Fig. 1: supply network
Pins as bars on the die edge. Tap cells in gray.
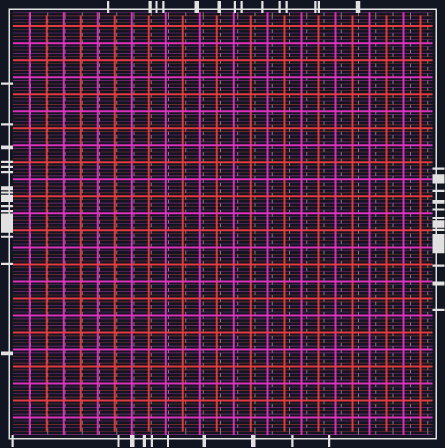
Fig. 2: routed clock nets over the placement
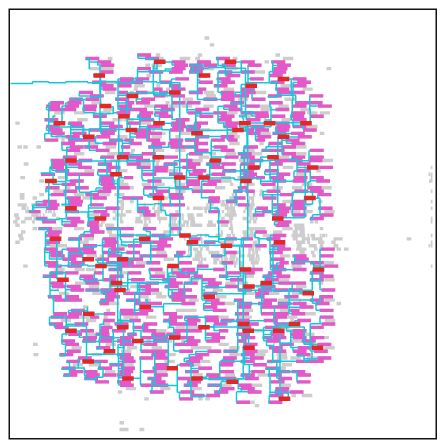
Fig. 3: routing congestion map
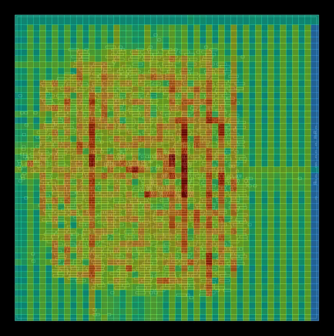
Fig. 4: placement by cell class
Scale bar: 100 µm.
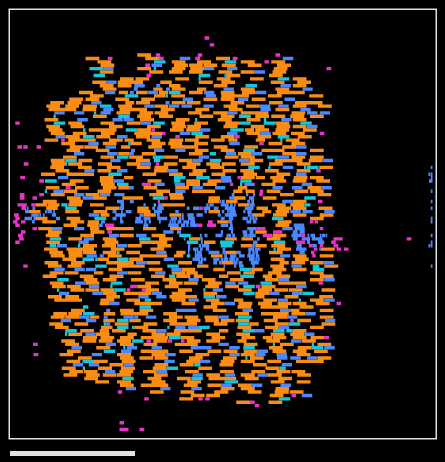
--- src/rtl/synth_cmd_sequencer_if.sv ---
// Avalon-MM write-only master channel driven by synth_cmd_sequencer into the synthesizer avs_s0 port.
interface synth_cmd_sequencer_if #(
  parameter int DATA_W = 32
) ();
  logic              avm_write;
  logic [DATA_W-1:0] avm_writedata;
  logic              avm_waitrequest;

  modport master (output avm_write, avm_writedata, input avm_waitrequest);
  modport slave  (input avm_write, avm_writedata, output avm_waitrequest);
endinterface

--- src/rtl/synth_cmd_sequencer.sv ---
// Scripted note-command player: replays DEPTH {delay, cmd} entries as Avalon-MM writes.
// Optional feature macro SYNTH_SEQ_LOOP_EN enables looping playback through i_loop.
module synth_cmd_sequencer #(
  parameter int DEPTH   = 16,
  parameter int ADDR_W  = 4,
  parameter int DELAY_W = 24,
  parameter int CMD_W   = 16,
  parameter int DATA_W  = 32
) (
  input  logic                clk,
  input  logic                reset,
  input  logic                i_load_en,
  input  logic [ADDR_W-1:0]   i_load_addr,
  input  logic [DELAY_W-1:0]  i_load_delay,
  input  logic [CMD_W-1:0]    i_load_cmd,
  input  logic [ADDR_W:0]     i_len,
  input  logic                i_start,
  input  logic                i_abort,
  input  logic                i_loop,
  synth_cmd_sequencer_if.master avm,
  output logic                o_busy,
  output logic                o_done,
  output logic [ADDR_W-1:0]   o_index
);

  localparam logic [CMD_W-1:0] STOP_ALL = CMD_W'(16'h7F00);
  localparam logic [ADDR_W:0]  DEPTH_L  = (ADDR_W+1)'(DEPTH);

  typedef enum logic [2:0] {
    S_IDLE, S_FETCH, S_LOAD, S_WAIT, S_ISSUE, S_DONE, S_ABORT
  } state_t;

  logic [DELAY_W+CMD_W-1:0] r_ram [DEPTH];
  logic [DELAY_W-1:0]       r_rd_delay;
  logic [CMD_W-1:0]         r_rd_cmd;

  state_t                   r_state;
  state_t                   w_next_state;
  logic [ADDR_W-1:0]        r_index;
  logic [ADDR_W:0]          r_len;
  logic [DELAY_W-1:0]       r_cnt;
  logic [DATA_W-1:0]        r_wdata;
  logic                     r_abort_pend;

  logic                     w_accept;
  logic                     w_last;
  logic                     w_loop;
  logic [ADDR_W:0]          w_len_clamped;

`ifdef SYNTH_SEQ_LOOP_EN
  assign w_loop = i_loop;
`else
  // One-shot build: the port stays for pin compatibility but never takes effect.
  assign w_loop = i_loop & 1'b0;
`endif

  assign o_busy        = (r_state != S_IDLE);
  assign o_done        = (r_state == S_DONE);
  assign o_index       = r_index;
  assign avm.avm_write = (r_state == S_ISSUE) || (r_state == S_ABORT);
  assign avm.avm_writedata = r_wdata;

  assign w_accept      = avm.avm_write && !avm.avm_waitrequest;
  assign w_last        = ({1'b0, r_index} + (ADDR_W+1)'(1)) == r_len;
  assign w_len_clamped = (i_len > DEPTH_L) ? DEPTH_L : i_len;

  // NOTE: the script RAM has no reset so it maps onto block RAM and survives a reset.
  always_ff @(posedge clk) begin
    if (i_load_en && !o_busy) begin
      r_ram[i_load_addr] <= {i_load_delay, i_load_cmd};
    end
    {r_rd_delay, r_rd_cmd} <= r_ram[r_index];
  end

  // NOTE: every output of this block is defaulted first so no latch is inferred.
  always_comb begin
    w_next_state = r_state;
    case (r_state)
      S_IDLE:  if (i_start) w_next_state = (w_len_clamped == '0) ? S_DONE : S_FETCH;
      S_FETCH: w_next_state = i_abort ? S_ABORT : S_LOAD;
      S_LOAD: begin
        if (i_abort)                 w_next_state = S_ABORT;
        else if (r_rd_delay == '0)   w_next_state = S_ISSUE;
        else                         w_next_state = S_WAIT;
      end
      S_WAIT: begin
        if (i_abort)                         w_next_state = S_ABORT;
        else if (r_cnt == DELAY_W'(1))       w_next_state = S_ISSUE;
      end
      S_ISSUE: begin
        if (w_accept) begin
          if (i_abort || r_abort_pend) w_next_state = S_ABORT;
          else if (w_last && !w_loop)  w_next_state = S_DONE;
          else                         w_next_state = S_FETCH;
        end
      end
      S_DONE:  w_next_state = S_IDLE;
      S_ABORT: if (w_accept) w_next_state = S_IDLE;
      default: w_next_state = S_IDLE;
    endcase
  end

  // NOTE: sequential state uses non-blocking assignments so every register samples pre-edge values.
  always_ff @(posedge clk or posedge reset) begin
    if (reset) begin
      r_state      <= S_IDLE;
      r_index      <= '0;
      r_len        <= '0;
      r_cnt        <= '0;
      r_wdata      <= '0;
      r_abort_pend <= 1'b0;
    end else begin
      r_state <= w_next_state;
      case (r_state)
        S_IDLE: begin
          if (i_start) begin
            r_index      <= '0;
            r_len        <= w_len_clamped;
            r_abort_pend <= 1'b0;
          end
        end
        S_LOAD:  r_cnt <= r_rd_delay;
        S_WAIT:  r_cnt <= r_cnt - DELAY_W'(1);
        S_ISSUE: begin
          if (i_abort) r_abort_pend <= 1'b1;
          if (w_accept && w_next_state == S_FETCH) begin
            r_index <= w_last ? '0 : r_index + ADDR_W'(1);
          end
        end
        S_ABORT: if (w_accept) r_index <= '0;
        default: ;
      endcase
      // Write data is captured once on entry so it holds steady through any stall.
      if (w_next_state == S_ISSUE && r_state != S_ISSUE) begin
        r_wdata <= DATA_W'(r_rd_cmd);
      end else if (w_next_state == S_ABORT && r_state != S_ABORT) begin
        r_wdata <= DATA_W'(STOP_ALL);
      end
    end
  end

endmodule

--- src/flat_wrapper.sv ---
// flat-port wrapper written by rule: the top's interface ports become plain ports
module synth_cmd_sequencer_flat 
#(
  parameter int DEPTH   = 16,
  parameter int ADDR_W  = 4,
  parameter int DELAY_W = 24,
  parameter int CMD_W   = 16,
  parameter int DATA_W  = 32
)
  (clk, reset, i_load_en, i_load_addr, i_load_delay, i_load_cmd, i_len, i_start, i_abort, i_loop, o_busy, o_done, o_index, avm_avm_write, avm_avm_writedata, avm_avm_waitrequest);
  synth_cmd_sequencer_if #(.DATA_W(DATA_W)) avm_i ();
  input  logic clk;
  input  logic reset;
  input  logic i_load_en;
  input  logic [ADDR_W-1:0] i_load_addr;
  input  logic [DELAY_W-1:0] i_load_delay;
  input  logic [CMD_W-1:0] i_load_cmd;
  input  logic [ADDR_W:0] i_len;
  input  logic i_start;
  input  logic i_abort;
  input  logic i_loop;
  output logic o_busy;
  output logic o_done;
  output logic [ADDR_W-1:0] o_index;
  output wire logic [$bits(avm_i.avm_write)-1:0] avm_avm_write;
  output wire logic [$bits(avm_i.avm_writedata)-1:0] avm_avm_writedata;
  input wire logic [$bits(avm_i.avm_waitrequest)-1:0] avm_avm_waitrequest;
  assign avm_avm_write = avm_i.avm_write;
  assign avm_avm_writedata = avm_i.avm_writedata;
  assign avm_i.avm_waitrequest = avm_avm_waitrequest;
  synth_cmd_sequencer #(.DEPTH(DEPTH), .ADDR_W(ADDR_W), .DELAY_W(DELAY_W), .CMD_W(CMD_W), .DATA_W(DATA_W)) u_core (.clk(clk), .reset(reset), .i_load_en(i_load_en), .i_load_addr(i_load_addr), .i_load_delay(i_load_delay), .i_load_cmd(i_load_cmd), .i_len(i_len), .i_start(i_start), .i_abort(i_abort), .i_loop(i_loop), .avm(avm_i), .o_busy(o_busy), .o_done(o_done), .o_index(o_index));
endmodule
--- config.mk ---
export PLATFORM = sky130hd
export DESIGN_NAME = synth_cmd_sequencer_flat
export DESIGN_NICKNAME = d
export VERILOG_FILES = /design/src/rtl/synth_cmd_sequencer_if.sv /design/src/rtl/synth_cmd_sequencer.sv /design/src/flat_wrapper.sv
export SDC_FILE = /design/constraint.sdc
export NUM_CORES = 1
export LEC_CHECK = 0
export CORE_AREA = 2 2 338 340
export DETAILED_ROUTE_END_ITERATION = 16
export DIE_AREA = 0 0 340 342
export PLACE_DENSITY = 0.5
export RECOVER_POWER = 50
export SYNTH_ARGS = -nofsm -noshare
export SYNTH_HDL_FRONTEND = slang
export SYNTH_SLANG_ARGS = --single-unit
--- constraint.sdc ---
create_clock -name clk -period 5.7 [get_ports clk]
set_input_delay 1.14 -clock clk [delete_from_list [all_inputs] [get_ports clk]]
set_output_delay 1.14 -clock clk [all_outputs]
set_load 0.02 [all_outputs]
==> changes_impl.md <==
### Metrics

- Sequential cell area share: 64.2%
- CP max FO: between 60 and 70
- Clk slew on worst S/H paths: approximately 60 ps
- Register area: between 20000 and 25000 µm²
- Area grow syn2layout: 18.8%
- DR iter-0 viols: 1329
- Hold path cells: 1
- Cell type with the largest total area: edfxtp_1
- Violated checks: max-capacitance violations, max-slew violations
- CLK BUF: 111
- Inverter count: 11
- Layout buffer count excluding clock buffers: about 110
- Post-route ant nets: 0
- Top pwr grp: sequential cells
- Yosys warnings: 0
- Reg2reg path depth: 2
- Top FF cell, synth: edfxtp_1
- MaxCap Viol Count: 3
- Floorplan utilization: 24.7%
- Worst setup SP type: flip-flop
- Sink Count: 733
- # fillers: around 11000
- Met2 WL: ~31 mm
- Port buffer count: approximately 77
- Met3 Use GR: around 2.1%
- Flip-flops: 733
- Clock root cell: clkbuf_16
- Top cells by count, synth: 640 x edfxtp_1, 200 x mux4_2, 53 x dfrtp_1, 41 x clkbuf_1, 40 x dfxtp_1
- Met1 Use GR: 16.3%
- Worst Tran Pin Value: approximately 2700 ps
- Chip area in the Yosys report: ~28000 µm²
- RR Startpoint: u_core.o_index[3]$_DFFE_PP0P_
- Max-slew violation count: 127
- Crit-path slowest cell: nor3_1
- First-pass GRT wire length: 98.0 mm
- Most numerous logic cell after layout: edfxtp_1
- TritonCTS buffer count: 76
- Biggest Area Class: registers
- DP HPWL: 37.8 mm
- Clock buffer depth: 3
- CTS Hold Buffers Added: 0
- Crit path DAT: around 3700 ps
- Final setup TNS: 0 ps
- Pwr dens: 442 nW/µm²
- Critical Path Max Stage Delay: ~1200 ps
- Initial DRT Pass Iterations: 5
- Hold endpoint: u_core.avm.avm_writedata[11]$_DFFE_PP0P_
- Vias in the first global route: about 14000
- Pint: 10800 µW
- Number of diodes: 1
- N_taps: 1512
- Reg2Reg Setup Slack: 1280 ps
- Final Critical Period: approximately 4800 ps
- Logic family by area: multiplexers
- Pwr Total: between 10000 and 15000 µW
- Net count, final: around 1500
- Mux cell area share after synthesis: between 15 and 20%
- Switching Fraction: 26.8%
- RSZ-0062 raised after global routing: no
- DP Worst Slack: 1360 ps
- Crit. Startpoint: u_core.r_state[0]$_DFF_PP0_
- Top logic cells by instance count in the layout: 640 x edfxtp_1, 200 x mux4_2, 81 x clkbuf_16
- Logic pwr share: between 20% and 30%
- Crit share post-route: between 80 and 90%
- Die area: about 120000 µm²
- DRC Markers: 0
- Vias per cell: ~4.4
- Metal-1 WL: around 30 mm
- IO Count: between 90 and 100
- XOR/XNOR share of the synthesized area: 0.156%
- R2r endpoint: u_core.r_rd_delay[22]$_DFF_P_
- Slew HR: -77.8%
- Unique masters post-synth: between 50 and 60
- Logic share of the area: just under 20%
- Final wirelength: about 67 mm
- ClkCell Share: under 10%
- Run status: complete, but fails checks
- Ratio of cells with drive above 1 in the final layout: about a quarter
- Post-synth EDFFs: around 640
- Highest clock rate: approximately 0.21 GHz
- CP Data Required Time: 4560 ps
- Tally of OpenROAD warnings: 31
- GRT busiest layer: met2
- Most numerous cell in the Yosys netlist: edfxtp_1
- Met3 WL: 3.51 mm
- Comb gates: between 500 and 600
- Setup Fix Bufs, Post-CTS: 0
- Cell row count: 124
- Remaining Overflow, GRT: 0
- Non-clock buffer share: between 3 and 4%
- Gate Area: 6390 µm²
-- Fig. 1 (at the start) --
[magenta] VSS
[red] VDD
met4 straps: 24
met1 rails: 125
tap cells: 1512
rows: 124
Core Region: 113000 µm²
Die Wd: 340 µm
die height: 342 µm
maximum VDD drop: 0.230 mV

-- Fig. 2 (at the start) --
[cyan] clock wires | length: 8690 µm
[magenta] flip-flops | count: 733
[red] clock drivers | count: 76
routed clock nets: 77
Clock Power Share: 33.4%
clk_skew: 18.2 ps
clk ins delay skew pair: 610 ps
Clk power: 4910 µW

-- Fig. 3 (at the start) --
gr usage total: 11.5%
drt wl/cell: 22.2 µm
Core Util, Final: 29.4%
M2 GR Usage: 18.0%

-- Fig. 4 (at the start) --
[orange] flops | cells: 733 | share of their area: 68%
[blue] combinational and other logic | cells: 515 | share of their area: 21%
[magenta] other buffers and delay cells | cells: 109 | share of their area: 3.5%
[cyan] clock drivers and dummy loads | cells: 138 | share of their area: 7.9%

-- flip-flops by register name, summed over array words and instances (netlist names) --
name / cells
u_core.avm.avm_writedata: 16
u_core.o_index: 4
u_core.r_abort_pend: 1
u_core.r_cnt: 24
u_core.r_len: 5
u_core.r_ram: 640
u_core.r_rd_cmd: 16
u_core.r_rd_delay: 24
u_core.r_state: 3
-- critical path, delay by kind of cell (launching register included) --
family / cells / cell delay (ps)
buf+inv: 2 / 810
flops: 1 / 1050
simple gates: 1 / 1180
-- stage by stage --
step,cells,instance area [µm²]
2_1_floorplan,1327,28000
6_report,3008,33300
4_1_cts,3007,33300
3_5_place_dp,2869,30800
3_3_place_gp,2869,30800
5_1_grt,3007,33200
Power figures rest on the tool's default switching activity, not on a simulated workload.
